### config.mk
export PLATFORM = sky130hd
export DESIGN_NAME = nfc_dq_read_capture
export DESIGN_NICKNAME = d
export VERILOG_FILES = /design/src/rtl/nfc_dq_read_capture.sv
export SDC_FILE = /design/constraint.sdc
export NUM_CORES = 1
export LEC_CHECK = 0
export CAP_MARGIN = 20
export CORE_UTILIZATION = 25
export CTS_CLUSTER_SIZE = 28
export DETAILED_ROUTE_END_ITERATION = 8
export HOLD_SLACK_MARGIN = 0.06
export PLACE_DENSITY = 0.43
export SYNTH_ARGS = -nofsm -noshare
export SYNTH_HDL_FRONTEND = slang
export SYNTH_SLANG_ARGS = --single-unit
### constraint.sdc
create_clock -name iSystemClock -period 22.8 [get_ports iSystemClock]
set_clock_uncertainty 0.15 [all_clocks]
set_input_delay 3.42 -clock iSystemClock [delete_from_list [all_inputs] [get_ports iSystemClock]]
set_output_delay 3.42 -clock iSystemClock [all_outputs]
set_load 0.005 [all_outputs]
### src/rtl/nfc_dq_read_capture.sv
// NAND read capture: DQS edge detection on 4 samples/clock, byte counting, 16-bit word packing.
// Edge in cycle N is buffered end of N+1 and can be on oData in N+2; the NAND cannot stall, so a full buffer drops bytes and sets oOverflow.
module nfc_dq_read_capture #(
   parameter int NumberOfSamples  = 4,
   parameter int BufferDepthBytes = 8,
   parameter int TimeoutCycles    = 64
) (
   input  logic                         iSystemClock,
   input  logic                         iModuleReset,
   input  logic                         iCaptureStart,
   input  logic [15:0]                  iCaptureLength,
   input  logic [NumberOfSamples-1:0]   iPI_DQStrobe,
   input  logic [8*NumberOfSamples-1:0] iPI_DQ,
   output logic [15:0]                  oData,
   output logic                         oDataValid,
   input  logic                         iDataReady,
   output logic                         oCaptureBusy,
   output logic                         oCaptureDone,
   output logic                         oTimeout,
   output logic                         oOverflow
);
   localparam int NS = NumberOfSamples;
   localparam int PW = $clog2(BufferDepthBytes);
   localparam int CW = PW + 1;
   localparam int TW = $clog2(TimeoutCycles + 1);

   typedef enum logic [2:0] {IDLE, PREAMBLE, CAPTURE, DRAIN, DONE} state_t;
   state_t state_q, state_d;

   logic [NS-1:0]   dqs_q;
   logic [8*NS-1:0] dq_q;
   logic            prev_dqs;
   logic [NS:0]     dqs_ext;
   logic [NS-1:0]   edge_v, rise_v;
   logic [15:0]     byte_cnt, remain;
   logic [TW-1:0]   timer;
   logic [7:0]      mem [BufferDepthBytes];
   logic [PW-1:0]   wr_ptr, rd_ptr, rd_nxt;
   logic [CW-1:0]   fifo_cnt, n_wr;
   logic [1:0]      n_rd;
   logic [NS-1:0]   wr_en;
   logic [PW-1:0]   wr_slot [NS];
   logic            armed, got_rise, drop, timeout_hit, word_full, accept;

   always_ff @(posedge iSystemClock or negedge iModuleReset) begin
      if (!iModuleReset) begin
         dqs_q    <= '0;
         dq_q     <= '0;
         prev_dqs <= 1'b0;
      end else begin
         dqs_q    <= iPI_DQStrobe;
         dq_q     <= iPI_DQ;
         prev_dqs <= dqs_q[NS-1];
      end
   end

   // Last sample of the previous cycle acts as sample -1, so boundary edges land on sample 0.
   assign dqs_ext = {dqs_q, prev_dqs};
   assign edge_v  = dqs_q ^ dqs_ext[NS-1:0];
   assign rise_v  = dqs_q & ~dqs_ext[NS-1:0];

   always_comb begin
      armed    = (state_q == CAPTURE);
      got_rise = 1'b0;
      remain   = byte_cnt;
      n_wr     = '0;
      drop     = 1'b0;
      for (int k = 0; k < NS; k++) begin
         wr_en[k]   = 1'b0;
         wr_slot[k] = wr_ptr + n_wr[PW-1:0];
         if ((state_q == PREAMBLE) && !armed && rise_v[k]) begin
            armed    = 1'b1;
            got_rise = 1'b1;
         end
         if (armed && edge_v[k] && (remain != 16'd0)) begin
            remain = remain - 16'd1;
            if (({1'b0, fifo_cnt} + {1'b0, n_wr}) < (CW+1)'(BufferDepthBytes)) begin
               wr_en[k] = 1'b1;
               n_wr     = n_wr + CW'(1);
            end else begin
               drop = 1'b1;
            end
         end
      end
   end

   assign timeout_hit = (state_q == PREAMBLE) && !got_rise && (timer == TW'(TimeoutCycles - 1));

   always_comb begin
      state_d = state_q;
      case (state_q)
         IDLE:     if (iCaptureStart) state_d = (iCaptureLength == 16'd0) ? DONE : PREAMBLE;
         PREAMBLE: if (got_rise) state_d = CAPTURE;
                   else if (timeout_hit) state_d = IDLE;
         CAPTURE:  if (remain == 16'd0) state_d = DRAIN;
         DRAIN:    if (fifo_cnt == '0) state_d = DONE;
         DONE:     state_d = IDLE;
         default:  state_d = IDLE;
      endcase
   end

   always_ff @(posedge iSystemClock or negedge iModuleReset) begin
      if (!iModuleReset) state_q <= IDLE;
      else               state_q <= state_d;
   end

   // Words are read straight from the buffer head; an odd leftover byte is released only once draining.
   assign rd_nxt     = rd_ptr + PW'(1);
   assign word_full  = (fifo_cnt >= CW'(2));
   assign oDataValid = word_full || ((fifo_cnt == CW'(1)) && (state_q == DRAIN));
   assign oData      = oDataValid ? {(word_full ? mem[rd_nxt] : 8'h00), mem[rd_ptr]} : 16'h0000;
   assign accept     = oDataValid && iDataReady;
   assign n_rd       = accept ? (word_full ? 2'd2 : 2'd1) : 2'd0;

   assign oCaptureBusy = (state_q == PREAMBLE) || (state_q == CAPTURE) || (state_q == DRAIN);
   assign oCaptureDone = (state_q == DONE);

   always_ff @(posedge iSystemClock) begin
      for (int k = 0; k < NS; k++)
         if (wr_en[k]) mem[wr_slot[k]] <= dq_q[8*k +: 8];
   end

   always_ff @(posedge iSystemClock or negedge iModuleReset) begin
      if (!iModuleReset) begin
         byte_cnt  <= '0;
         timer     <= '0;
         oTimeout  <= 1'b0;
         oOverflow <= 1'b0;
         wr_ptr    <= '0;
         rd_ptr    <= '0;
         fifo_cnt  <= '0;
      end else begin
         if ((state_q == IDLE) && iCaptureStart && (iCaptureLength != 16'd0)) begin
            byte_cnt  <= iCaptureLength;
            timer     <= '0;
            oTimeout  <= 1'b0;
            oOverflow <= 1'b0;
         end else begin
            byte_cnt <= remain;
            if (state_q == PREAMBLE) timer <= timer + TW'(1);
            if (timeout_hit) oTimeout <= 1'b1;
            if (drop) oOverflow <= 1'b1;
         end
         wr_ptr   <= wr_ptr + n_wr[PW-1:0];
         rd_ptr   <= rd_ptr + PW'(n_rd);
         fifo_cnt <= fifo_cnt + n_wr - CW'(n_rd);
      end
   end
endmodule

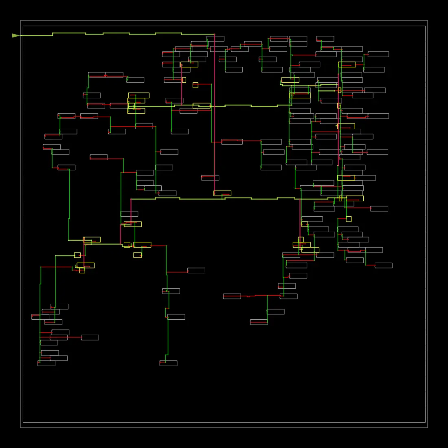
(clock wiring as the flow saved it)
clk sinks: 139
later-pin clock latency in the skew report: 450 ps
flop count: 139
layout clock buffer count: 20
total CTS buffers: 17

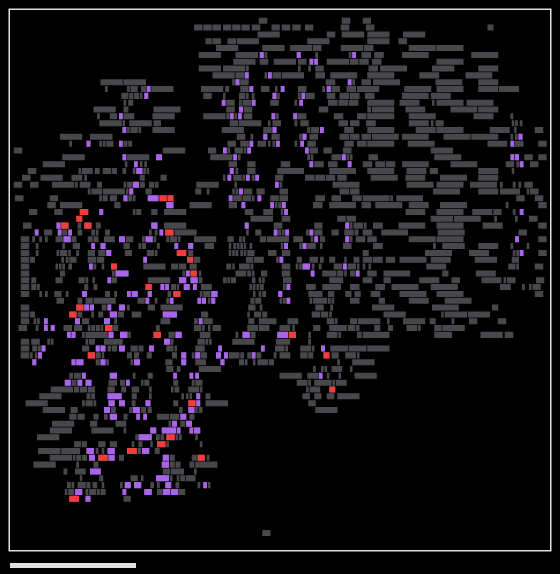
(logic cells by family)
Bar = 50 microns.
purple -> inverting AOI/OAI gates  # cells 215, most used o21ai_0
red -> AND-OR and OR-AND gates  # cells 28, most used a31o_2
Commonest Layout Cell: nand2_1
fin cells: 1847
logic share of the area: 53.67%

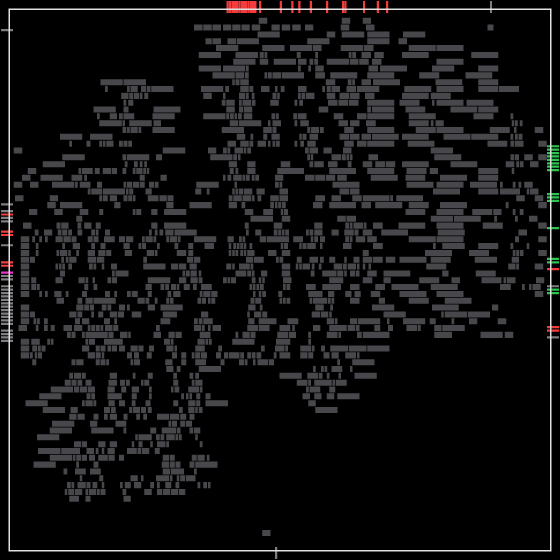
(pin map)
Pins as bars across the die edge, other pins in gray.
magenta -> oCaptureDone  # pins 1, direction output, edge left
green -> oData  # pins 16, direction output, edge right
red -> iPI_DQ  # pins 32, direction input, edge 24 top, 5 left, 3 right
# port buffers: 76
die width: 215.1 microns
DIE HEIGHT: 215.1 microns

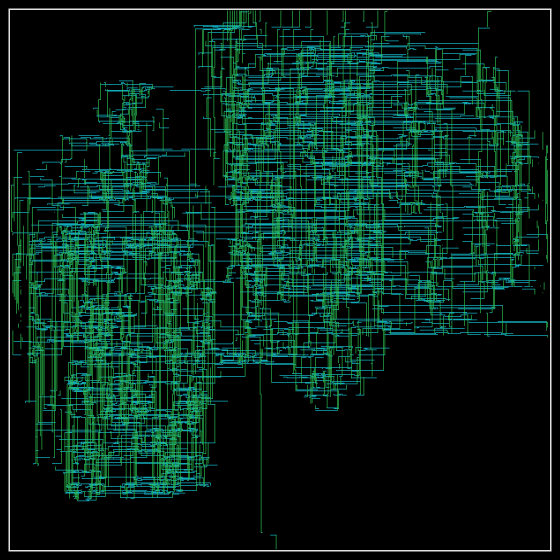
(routed metal, one color a layer)
Only two layers are drawn.
green -> met2  # wire length 17600 microns
cyan -> met1  # wire length 18700 microns
final wirelength: 38770 microns
Via Count: 9531
Routed WL per cell: 20.99 microns

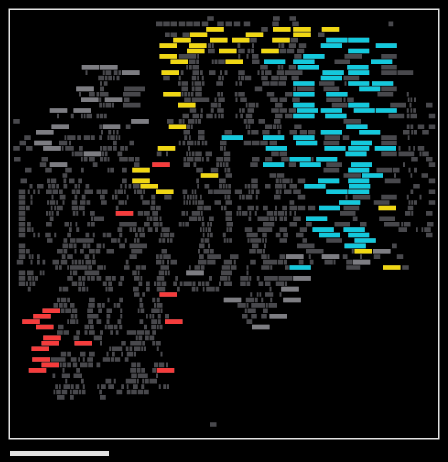
(sequential cells colored by netlist name)
Bar = 50 microns. Other sequential cells in the stronger gray, the rest of the logic in the fainter gray.
yellow -> dq_q  # flops 32
red -> byte_cnt  # flops 16, where lower left
cyan -> mem  # flops 64
not colored = 27
fin util: 29.74%
sequential cell area: 3799 sq um
seq pwr: 426 uW
register share of the cell area: 28.70%

==> Changelog: implementation <==
### Metrics

* Clock root cell: clkbuf_16
* Worst slack, placed at 12270 ps
* Yosys warnings at 0
* Part of the power in combinational logic at 57.5%
* Worst Path Buf+Inv at 3
* CP max-delay cell: nand3_1
* Net count after synthesis at 1292
* Well Taps at 592
* Cells after Synth at 1203
* GR Overflow Total at 0
* CTS tree: built
* Worst path depth at 38
* Synth unique cells at 93
* Setup-failing EPs final at 0
* Post-route cell area at 13240 sq um
* Post-synth top cells: nand2_1, nor2_1, mux2i_1
* Post-CTS sizing at 0
* Top-count cell post-synth: nand2_1
* Share of Yosys cell area claimed by the top area cell type at 16.93%
* Fin crit share at 46.90%
* Max reg flops at 64
* Sw power at 751.7 uW
* Layout non-clock buf frac at 6.750%
* Non-clk invs at 39
* PnR worst setup slack at 12110 ps
* Crit path DRT at 23020 ps
* Clk cell area share at 4.178%
* Clk buf depth at 2
* CP Capture Type: register
* Headroom to the max-slew limit at 27.27%
* Antenna cells at 0
* Synthesized flop and latch total at 139
* Setup TNS Final at 0 ps
* Combinational gate power at 945 uW
* Yosys chip area at 11350 sq um
* Top Consumer: combinational cells
* Fill count at 4681
* Worst-path clk slew at 60 ps
* Peak VDD IR at 0.05813 mV
* Synth Area in XOR/XNOR at 4.850%
* Cell Area, Synth at 11350 sq um
* Dominant kind of cell: logic gates
* Top logic family: multiplexers
* Routed Antenna Nets at 0
* Fin. Hold Viols at 0
* Slew Limit Fails at 0
* Yosys aoi share at 14.01%
* Rows at 77
* IO Count at 77
* Yosys cell count at 1203
* CP Launch Type: register
* R2R setup slack at 12110 ps
* Wire length on met2 at 17620 microns
* Power share of the clock group at 16.6%
* Commonest non-fill, non-tap cells in the layout: nand2_1, nor2_1, mux2i_1, dfrtp_1, clkdlybuf4s50_1
* Cells on worst reg2reg path at 38
* Reg2reg start: byte_cnt[0]
* Comb gates at 953
* Vias in the first global route at 9138
* Family with the most delay on the worst path: simple AND/OR/NAND/NOR gates
* DRT iter0 DRCs at 737
* Syn avg cell area at 9.435 sq um
* DRC violations left at 0
* Largest cells by area after synthesis: edfxtp_1, dfrtp_1, mux2i_1, mux4_2, mux2_2
* Crit Reg-Reg Endpoint: fifo_cnt[3]
* Overall routing resource usage at 16.74%
* Logic cell area at 7103 sq um
* Die area at 46260 sq um
* Metal3 WL at 1934 microns
* Via density at 5.160
* Mux frac, synth at 20.12%
* OpenROAD warnings at 26
* Fraction of layout cells with a size suffix above 1 at 14.50%
* Static leakage at 0.004821 uW
* Synth area leader: edfxtp_1
* Clock-net power at 272 uW
* Placed inst area at 12680 sq um
* Hold_sp: dqs_q[3]
* Peak Freq at 93.51 MHz
* Sw Ratio at 45.74%
* Post-synth seq share at 33.47%
* Setup CP Type: register to register
* Top routing layer in use: met4
* Post-CTS setup buffer count at 0
* Signal buffers at 92
* Worst hold slack at 237.3 ps
* Total power at 1643 uW
* Post-DP HPWL at 29920 microns
* Grt met1 use at 23.84%
* WHS Endpoint: prev_dqs
* Worst hold path type: register to register
* Critical Path Sink: fifo_cnt[3]
* Worst path most repeated cell: ha_1
* Crit-path max FO at 13
* Largest net degree at the start of global routing at 48
* Outcome: finished, final reports clean
* Crit. Startpoint: byte_cnt[0]
* Met3 usage at 2.562%
* Layout Nets at 1331
* Seq pwr share at 25.9%
No activity file was given, so power comes from the tool's default toggle rates.
